## src/rtl/esm_issue_scheduler.sv

```systemverilog
// Out-of-order issue scheduler: buffers dispatched instructions with a dependency
// matrix and issues one dependency-free slot per cycle, round-robin.
module esm_issue_scheduler #(
    parameter int INSTR_W = 32,
    parameter int BS      = 16,
    localparam int IDX_W  = $clog2(BS)
) (
    input  logic               clk,
    input  logic               rst_n,
    input  logic               flush,
    input  logic               in_valid,
    output logic               in_ready,
    input  logic [INSTR_W-1:0] in_instr,
    input  logic [BS-1:0]      in_dep,
    output logic [IDX_W-1:0]   in_idx,
    output logic               issue_valid,
    input  logic               issue_ready,
    output logic [INSTR_W-1:0] issue_instr,
    output logic [IDX_W-1:0]   issue_idx,
    input  logic               done_valid,
    input  logic [IDX_W-1:0]   done_idx,
    output logic [IDX_W:0]     count,
    output logic               full,
    output logic               empty
);

    typedef enum logic [1:0] {S_FREE, S_WAIT, S_SEL, S_ISSUED} slot_state_t;

    slot_state_t        state   [BS];
    logic [BS-1:0]      dep     [BS];
    logic [INSTR_W-1:0] payload [BS];
    logic [IDX_W-1:0]   rr_ptr;
    logic [IDX_W:0]     count_q;

    logic [BS-1:0]    free_vec;
    logic [BS-1:0]    ready_vec;
    logic [IDX_W-1:0] alloc_idx;
    logic [IDX_W-1:0] sel_idx;
    logic [IDX_W-1:0] cand;
    logic             sel_found;
    logic [BS-1:0]    new_row;
    logic             alloc;
    logic             done_acc;
    logic             handoff;
    logic             load;

    always_comb begin
        free_vec  = '0;
        ready_vec = '0;
        for (int i = 0; i < BS; i++) begin
            free_vec[i]  = (state[i] == S_FREE);
            ready_vec[i] = (state[i] == S_WAIT) && (dep[i] == '0);
        end

        alloc_idx = '0;
        for (int i = BS - 1; i >= 0; i--) begin
            if (free_vec[i]) alloc_idx = IDX_W'(i);
        end

        // Round-robin search starting at rr_ptr; index arithmetic wraps naturally.
        sel_found = 1'b0;
        sel_idx   = '0;
        cand      = '0;
        for (int k = 0; k < BS; k++) begin
            cand = rr_ptr + IDX_W'(k);
            if (!sel_found && ready_vec[cand]) begin
                sel_found = 1'b1;
                sel_idx   = cand;
            end
        end
    end

    assign full     = (count_q == (IDX_W+1)'(BS));
    assign empty    = (count_q == '0);
    assign in_ready = !full && !flush;
    assign in_idx   = alloc_idx;
    assign count    = count_q;

    assign alloc    = in_valid && in_ready;
    assign done_acc = done_valid && !flush && (state[done_idx] == S_ISSUED);
    assign handoff  = issue_valid && issue_ready;
    assign load     = !issue_valid || issue_ready;

    // A producer completing in the same cycle never becomes a dependency of the new row.
    always_comb begin
        new_row            = in_dep & ~free_vec;
        new_row[alloc_idx] = 1'b0;
        if (done_valid) new_row[done_idx] = 1'b0;
    end

    always_ff @(posedge clk or negedge rst_n) begin
        if (!rst_n) begin
            for (int i = 0; i < BS; i++) begin
                state[i]   <= S_FREE;
                dep[i]     <= '0;
                payload[i] <= '0;
            end
            issue_valid <= 1'b0;
            issue_instr <= '0;
            issue_idx   <= '0;
            rr_ptr      <= '0;
            count_q     <= '0;
        end else if (flush) begin
            for (int i = 0; i < BS; i++) begin
                state[i] <= S_FREE;
                dep[i]   <= '0;
            end
            issue_valid <= 1'b0;
            rr_ptr      <= '0;
            count_q     <= '0;
        end else begin
            if (done_acc) begin
                for (int i = 0; i < BS; i++) dep[i][done_idx] <= 1'b0;
                state[done_idx] <= S_FREE;
            end
            if (handoff) state[issue_idx] <= S_ISSUED;
            if (load) begin
                if (sel_found) begin
                    state[sel_idx] <= S_SEL;
                    issue_valid    <= 1'b1;
                    issue_instr    <= payload[sel_idx];
                    issue_idx      <= sel_idx;
                    rr_ptr         <= sel_idx + IDX_W'(1);
                end else begin
                    issue_valid <= 1'b0;
                end
            end
            if (alloc) begin
                state[alloc_idx]   <= S_WAIT;
                dep[alloc_idx]     <= new_row;
                payload[alloc_idx] <= in_instr;
            end
            count_q <= count_q + (IDX_W+1)'(alloc) - (IDX_W+1)'(done_acc);
        end
    end

endmodule
```

## config.mk

```make
export PLATFORM = sky130hd
export DESIGN_NAME = esm_issue_scheduler
export DESIGN_NICKNAME = d
export VERILOG_FILES = /design/src/rtl/esm_issue_scheduler.sv
export SDC_FILE = /design/constraint.sdc
export NUM_CORES = 2
export LEC_CHECK = 0
export CORE_ASPECT_RATIO = 1.4
export CORE_MARGIN = 5
export CORE_UTILIZATION = 30
export CTS_BUF_LIST = sky130_fd_sc_hd__clkbuf_8 sky130_fd_sc_hd__clkbuf_16
export DETAILED_ROUTE_END_ITERATION = 12
export SYNTH_ARGS = -nofsm -noshare
export SYNTH_HDL_FRONTEND = slang
export SYNTH_SLANG_ARGS = --single-unit
```

## constraint.sdc

```tcl
create_clock -name clk -period 6 [get_ports clk]
set_input_delay 0.6 -clock clk [delete_from_list [all_inputs] [get_ports clk]]
set_output_delay 0.6 -clock clk [all_outputs]
set_load 0.03 [all_outputs]
```

==> GITHUB_STEP_SUMMARY <==
### Flow metrics

| Metric | Value |
|---|---|
| Max-Cap Viols | 0 |
| PnR worst setup slack | 0.179 ns |
| Yosys cell count | 4386 |
| Failing checks | negative hold slack |
| VDD IR max | 0.749 mV |
| Area Overhead vs Synth | 19.4% |
| Global-route wire length before repair | 244000 µm |
| Post-DP HPWL | 111000 µm |
| Met3 routed WL | 12000 µm |
| Wirelength, routed | 164000 µm |
| Full die area | 153000 µm² |
| Cts hold-fix bufs | 0 |
| Aoi share | 12.0% |
| Die Height | 461 µm |
| Most instantiated logic cell after routing | dfrtp_1 |
| Largest net degree at the start of global routing | 167 |
| Comb pwr share | 65.5% |
| Post-synth top flop | dfrtp_1 |
| Fin crit share | 97.0% |
| #FFs+latches synth | 846 |
| Yosys adder share | 0.534% |
| Pre-CTS setup slack | 0.192 ns |
| Dominant power group | combinational logic |
| P per Cell Area | 694 nW/µm² |
| Final Hold Viols | 6 |
| Synth top cells by count | 846 x dfrtp_1, 707 x nand2_1, 431 x mux2_2 |
| Top Layer Used | met5 |
| Met3 usage | 3.90% |
| CTS Root Cell | clkbuf_16 |
| CTS buffer count | 92 |
| Share of cells above drive strength 1 | 22.8% |
| Part of the power in the clock network | 15.9% |
| Top delay family on crit path | simple AND/OR/NAND/NOR gates |
| Leakage | 24.2 nW |
| CTS tree | built |
| R2R depth | 16 |
| Psw | 16.7 mW |
| Final slew viol count | 0 |
| Critical path peak fanout | 5 |
| IO Port Bufs | 106 |
| Sw Share | 46.3% |
| Distinct lib cells | 99 |
| CP startpoint kind | flop |
| M1 WL | 65000 µm |
| Worst slew margin | 21.6% |
| Hold WS | -0.0305 ns |
| Buffers & Inverters on Critical Path | 1 |
| Syn Inst Count | 4386 |
| EDFF count, synth | 0 |
| Post-route DRC | 0 |
| Dominant kind of combinational cell | simple AND/OR/NAND/NOR gates |
| Tool Warnings | 63 |
| XORs/XNORs by Area | 0.399% |
| Synthesized area per cell | 9.94 µm² |
| CP Launch Point | state[13] |
| RR Endpoint | state[13] |
| Slowest-stage cell, CP | nor4b_2 |
| Required time worst endpoint | 6.51 ns |
| Synth Seq Share | 48.6% |
| Htree depth | 3 |
| Initial antenna violation count | 16 |
| WS Path Type | flop to flop |
| CTS sink cnt | 846 |
| Crit path depth | 16 |
| Placed cell area | 48900 µm² |
| Clock Power | 5.73 mW |
| Synth top area cells | dfrtp_1 49%, mux2_2 11%, nand2_1 6.1%, mux2i_1 4.4%, nor2_1 3.6% |
| Simple share | 17.6% |
| Placed insts | 6428 |
| Post-route minimum period | 5.82 ns |
| Post-route insts no fill | 6603 |
| Worst Skew | 0.0380 ns |
| Via count | 36900 |
| TNS Setup | 0 ns |
| P_int | 19.4 mW |
| Iter 0 DRT Violations | 3658 |
| IO Count | 107 |
| Synth mux share | 17.4% |
| Flop-to-flop setup slack | 0.18 ns |
| Syn Std Cell Area | 43600 µm² |
| Chip Area, Yosys | 43600 µm² |
| YS warnings | 0 |
| DIE WIDTH | 332 µm |
| Worst-Margin Slew | 1.17 ns |
| Vias in the first global route | 36900 |
| CP Data Arrival Time | 6.33 ns |
| Vias per Instance | 5.58 |
| Synth area leader | dfrtp_1 |
| Post-Syn Nets | 4462 |
| F_max | 0.172 GHz |
| Max-area cell share | 48.6% |
| Clock Latency Late Sink | 0.67 ns |
| Reg power frac | 18.6% |
| FP Rows | 165 |
| P_comb | 23.7 mW |
| Max incr delay on CP | 0.62 ns |
| RePlAce Congestion | 0.986 |
| Outcome | finished with violations |
| Most frequent cells in the layout | 846 x dfrtp_1, 691 x nand2_1, 431 x mux2_2 |
| Worst setup endpoint | state[13] |
| Seq power | 6.73 mW |
| Critical path endpoint category | flop |
| Synth top cell by count | dfrtp_1 |
| Routed Antenna Nets | 0 |
| CTS max path bufs | 3 |
## sequential cells by signal, summed over array words and instances (netlist names)
| register | flops |
|---|---|
| count | 5 |
| issue_instr | 32 |
| issue_valid | 1 |
| rr_ptr | 4 |
| dep | 256 |
| payload | 512 |
| issue_idx | 4 |
| state | 32 |
## layout make-up
| class | count | area, µm² |
|---|---|---|
| Antenna cell | 9 | 22.5 |
| Clock buffer | 122 | 2750 |
| Clock inverter | 44 | 338 |
| Fill cell | 14500 | 92500 |
| Inverter | 20 | 75.1 |
| Multi-Input combinational cell | 3190 | 21100 |
| Sequential cell | 846 | 21200 |
| Tap cell | 1920 | 2400 |
| Timing Repair Buffer | 452 | 4130 |
Routing congestion map:
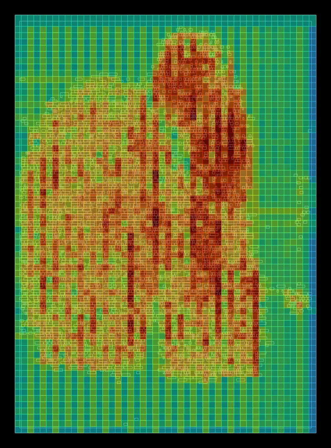
GRT busiest layer: met2
GR Util met1: 25.8%
met2 Use GR: 34.5%
WL per Instance: 24.8 µm
GR Util All Layers: 20.7%

Cell area per tile:
17 x 23 tiles, from white (low) to dark blue (high), 0 to 100% covered.
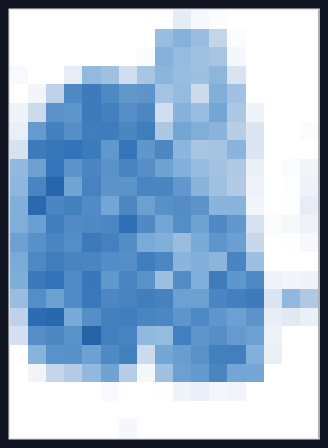
emptiest ninth of the die	north-east
mean over tiles	32%
densest ninth of the die	west
nearly empty tiles	32%
tiles over 75% full	1.3%
fullest tile	80%
CORE AREA: 145000 µm²
Init Core Util: 30.2%
final core utilization: 36.0%

No activity file was given, so power comes from the tool's default toggle rates.
